**src/rtl/bcd_convert_if.sv**
```systemverilog
// Request/result bundle between a binary producer and the BCD converter.
interface bcd_convert_if #(
    parameter int WIDTH  = 8,
    parameter int DIGITS = 3
);
    logic                  start;
    logic [WIDTH-1:0]      bin;
    logic                  busy;
    logic                  done;
    logic [4*DIGITS-1:0]   bcd;

    modport master (output start, output bin, input busy, input done, input bcd);
    modport slave  (input start, input bin, output busy, output done, output bcd);
endinterface

```
**src/rtl/bcd_convert.sv**
```systemverilog
// Binary-to-BCD converter (double-dabble), one bit per clock; done pulses WIDTH cycles after start is taken.
// No backpressure: start is only accepted while idle and is dropped (not queued) while busy.
module bcd_convert #(
    parameter int WIDTH  = 8,
    parameter int DIGITS = 3
) (
    input  logic          clk,
    input  logic          rst_n,
    bcd_convert_if.slave  bus
);
    localparam int CW = $clog2(WIDTH + 1);
    localparam int BW = 4 * DIGITS;

    typedef enum logic {IDLE, SHIFT} state_t;

    state_t           state_q, state_d;
    logic [WIDTH-1:0] sh_q, sh_d;
    logic [BW-1:0]    acc_q, acc_d;
    logic [CW-1:0]    cnt_q, cnt_d;
    logic [BW-1:0]    bcd_q, bcd_d;
    logic             busy_q, busy_d;
    logic             done_q, done_d;
    logic [BW-1:0]    acc_adj;

    // Per-digit add-3; digits 10..15 are left untouched and no carry crosses nibbles.
    always_comb begin
        acc_adj = acc_q;
        for (int i = 0; i < DIGITS; i++) begin
            if (acc_q[4*i +: 4] >= 4'd5 && acc_q[4*i +: 4] <= 4'd9)
                acc_adj[4*i +: 4] = 4'(acc_q[4*i +: 4] + 4'd3);
        end
    end

    always_comb begin
        state_d = state_q;
        sh_d    = sh_q;
        acc_d   = acc_q;
        cnt_d   = cnt_q;
        bcd_d   = bcd_q;
        done_d  = 1'b0;
        case (state_q)
            IDLE: begin
                if (bus.start) begin
                    sh_d    = bus.bin;
                    acc_d   = '0;
                    cnt_d   = CW'(WIDTH);
                    state_d = SHIFT;
                end
            end
            SHIFT: begin
                {acc_d, sh_d} = {acc_adj, sh_q} << 1;
                cnt_d         = cnt_q - CW'(1);
                if (cnt_q == CW'(1)) begin
                    bcd_d   = acc_d;
                    done_d  = 1'b1;
                    state_d = IDLE;
                end
            end
            default: state_d = IDLE;
        endcase
        busy_d = (state_d == SHIFT);
    end

    always_ff @(posedge clk or negedge rst_n) begin
        if (!rst_n) begin
            state_q <= IDLE;
            sh_q    <= '0;
            acc_q   <= '0;
            cnt_q   <= '0;
            bcd_q   <= '0;
            busy_q  <= 1'b0;
            done_q  <= 1'b0;
        end else begin
            state_q <= state_d;
            sh_q    <= sh_d;
            acc_q   <= acc_d;
            cnt_q   <= cnt_d;
            bcd_q   <= bcd_d;
            busy_q  <= busy_d;
            done_q  <= done_d;
        end
    end

    assign bus.busy = busy_q;
    assign bus.done = done_q;
    assign bus.bcd  = bcd_q;
endmodule

```
**src/flat_wrapper.sv**
```systemverilog
// flat-port wrapper written by rule: the top's interface ports become plain ports
module bcd_convert_flat 
#(
    parameter int WIDTH  = 8,
    parameter int DIGITS = 3
)
  (clk, rst_n, bus_start, bus_bin, bus_busy, bus_done, bus_bcd);
  bcd_convert_if #(.WIDTH(WIDTH), .DIGITS(DIGITS)) bus_i ();
  input  logic clk;
  input  logic rst_n;
  input wire logic [$bits(bus_i.start)-1:0] bus_start;
  input wire logic [$bits(bus_i.bin)-1:0] bus_bin;
  output wire logic [$bits(bus_i.busy)-1:0] bus_busy;
  output wire logic [$bits(bus_i.done)-1:0] bus_done;
  output wire logic [$bits(bus_i.bcd)-1:0] bus_bcd;
  assign bus_i.start = bus_start;
  assign bus_i.bin = bus_bin;
  assign bus_busy = bus_i.busy;
  assign bus_done = bus_i.done;
  assign bus_bcd = bus_i.bcd;
  bcd_convert #(.WIDTH(WIDTH), .DIGITS(DIGITS)) u_core (.clk(clk), .rst_n(rst_n), .bus(bus_i));
endmodule
```
**config.mk**
```make
export PLATFORM = sky130hd
export DESIGN_NAME = bcd_convert_flat
export DESIGN_NICKNAME = d
export VERILOG_FILES = /design/src/rtl/bcd_convert_if.sv /design/src/rtl/bcd_convert.sv /design/src/flat_wrapper.sv
export SDC_FILE = /design/constraint.sdc
export NUM_CORES = 1
export LEC_CHECK = 0
export CORE_MARGIN = 5
export CORE_UTILIZATION = 35
export DETAILED_ROUTE_END_ITERATION = 12
export PLACE_DENSITY_LB_ADDON = 0.1
export SYNTH_ARGS = -nofsm -noshare
export SYNTH_HDL_FRONTEND = slang
export SYNTH_SLANG_ARGS = --single-unit
```
**constraint.sdc**
```tcl
create_clock -name clk -period 1.73 [get_ports clk]
set_input_delay 0.173 -clock clk [delete_from_list [all_inputs] [get_ports clk]]
set_output_delay 0.173 -clock clk [all_outputs]
set_load 0.02 [all_outputs]
```
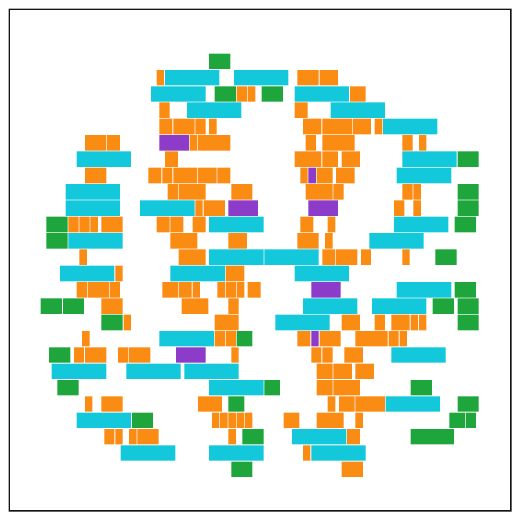
(images/placement_by_type.png)
Drawn at 6 px/µm.
legend:
  remaining buffers and delay cells:
    color: green
    cells: 30
  sequential cells:
    color: cyan
    cells: 38
  clock drivers and dummy loads:
    color: purple
    cells: 7
  combinational and other logic:
    color: orange
    cells: 132

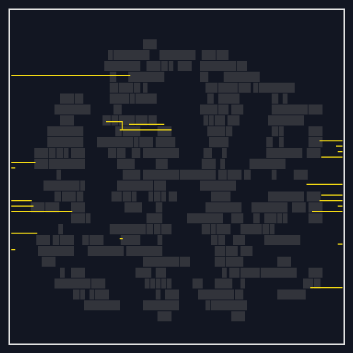
(images/layer_met3.png)
Drawn at 4 px/µm.
longest straight run: 29.4 µm
main direction: horizontal
nets with wire on the layer: 20
share of all routed wire: 3.9%

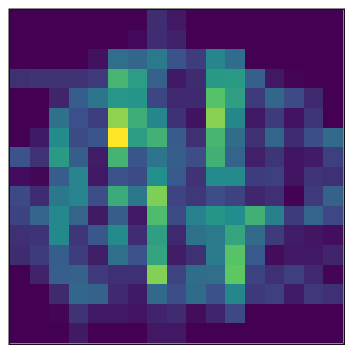
(images/metal_density.png)
Drawn at 4 px/µm. The die is cut into 17 by 17 equal tiles; dark purple is low, yellow is high, scaled to the fullest tile. Values are wire area over tile area, all layers added.
nearly empty tiles: 26%
fullest tile: 0.41
tiles over half the peak: 10%
emptiest ninth of the die: upper right
densest ninth of the die: center

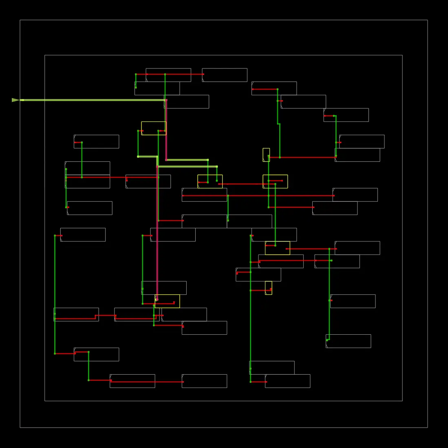
(images/clocks.png)
clk_skew: 0.003275 ns
clock latency on the worst-skew pair: 0.28 ns
flop count: 38

==> flow_summary.json <==
{
  "cp_cell_sequence": "inv_1 > ha_1 > xor2_1 > o21ai_2 > mux2_4 > mux2i_2",
  "worst_pin_slew_ns": 0.4823,
  "period_minus_slack_ns": 1.609,
  "antenna_found_initial": 0,
  "cp_top_family": "multiplexers",
  "required_ns": 1.94,
  "seq-cell-share_pct": 40.93,
  "holdBufCountCts": 1,
  "cts_resized": 0,
  "fmax_mhz": 621.3,
  "powerDensity_nw_per_um2": 1877,
  "ant_nets": 0,
  "cp-endpoint": "u_core.acc_q[6]$_DFFE_PN0P_",
  "status": "complete, no violations",
  "ys_sh_simple_pct": 12.09,
  "core_area_um2": 5172,
  "clk_root_buffer_cell": "clkbuf_8",
  "avgSynthCellArea_um2": 10.58,
  "crit_path_end_kind": "register",
  "nets": 226,
  "layout_top_cell": "dfrtp_1",
  "fp_util_pct": 36.41,
  "crit_type": "register to register"
}
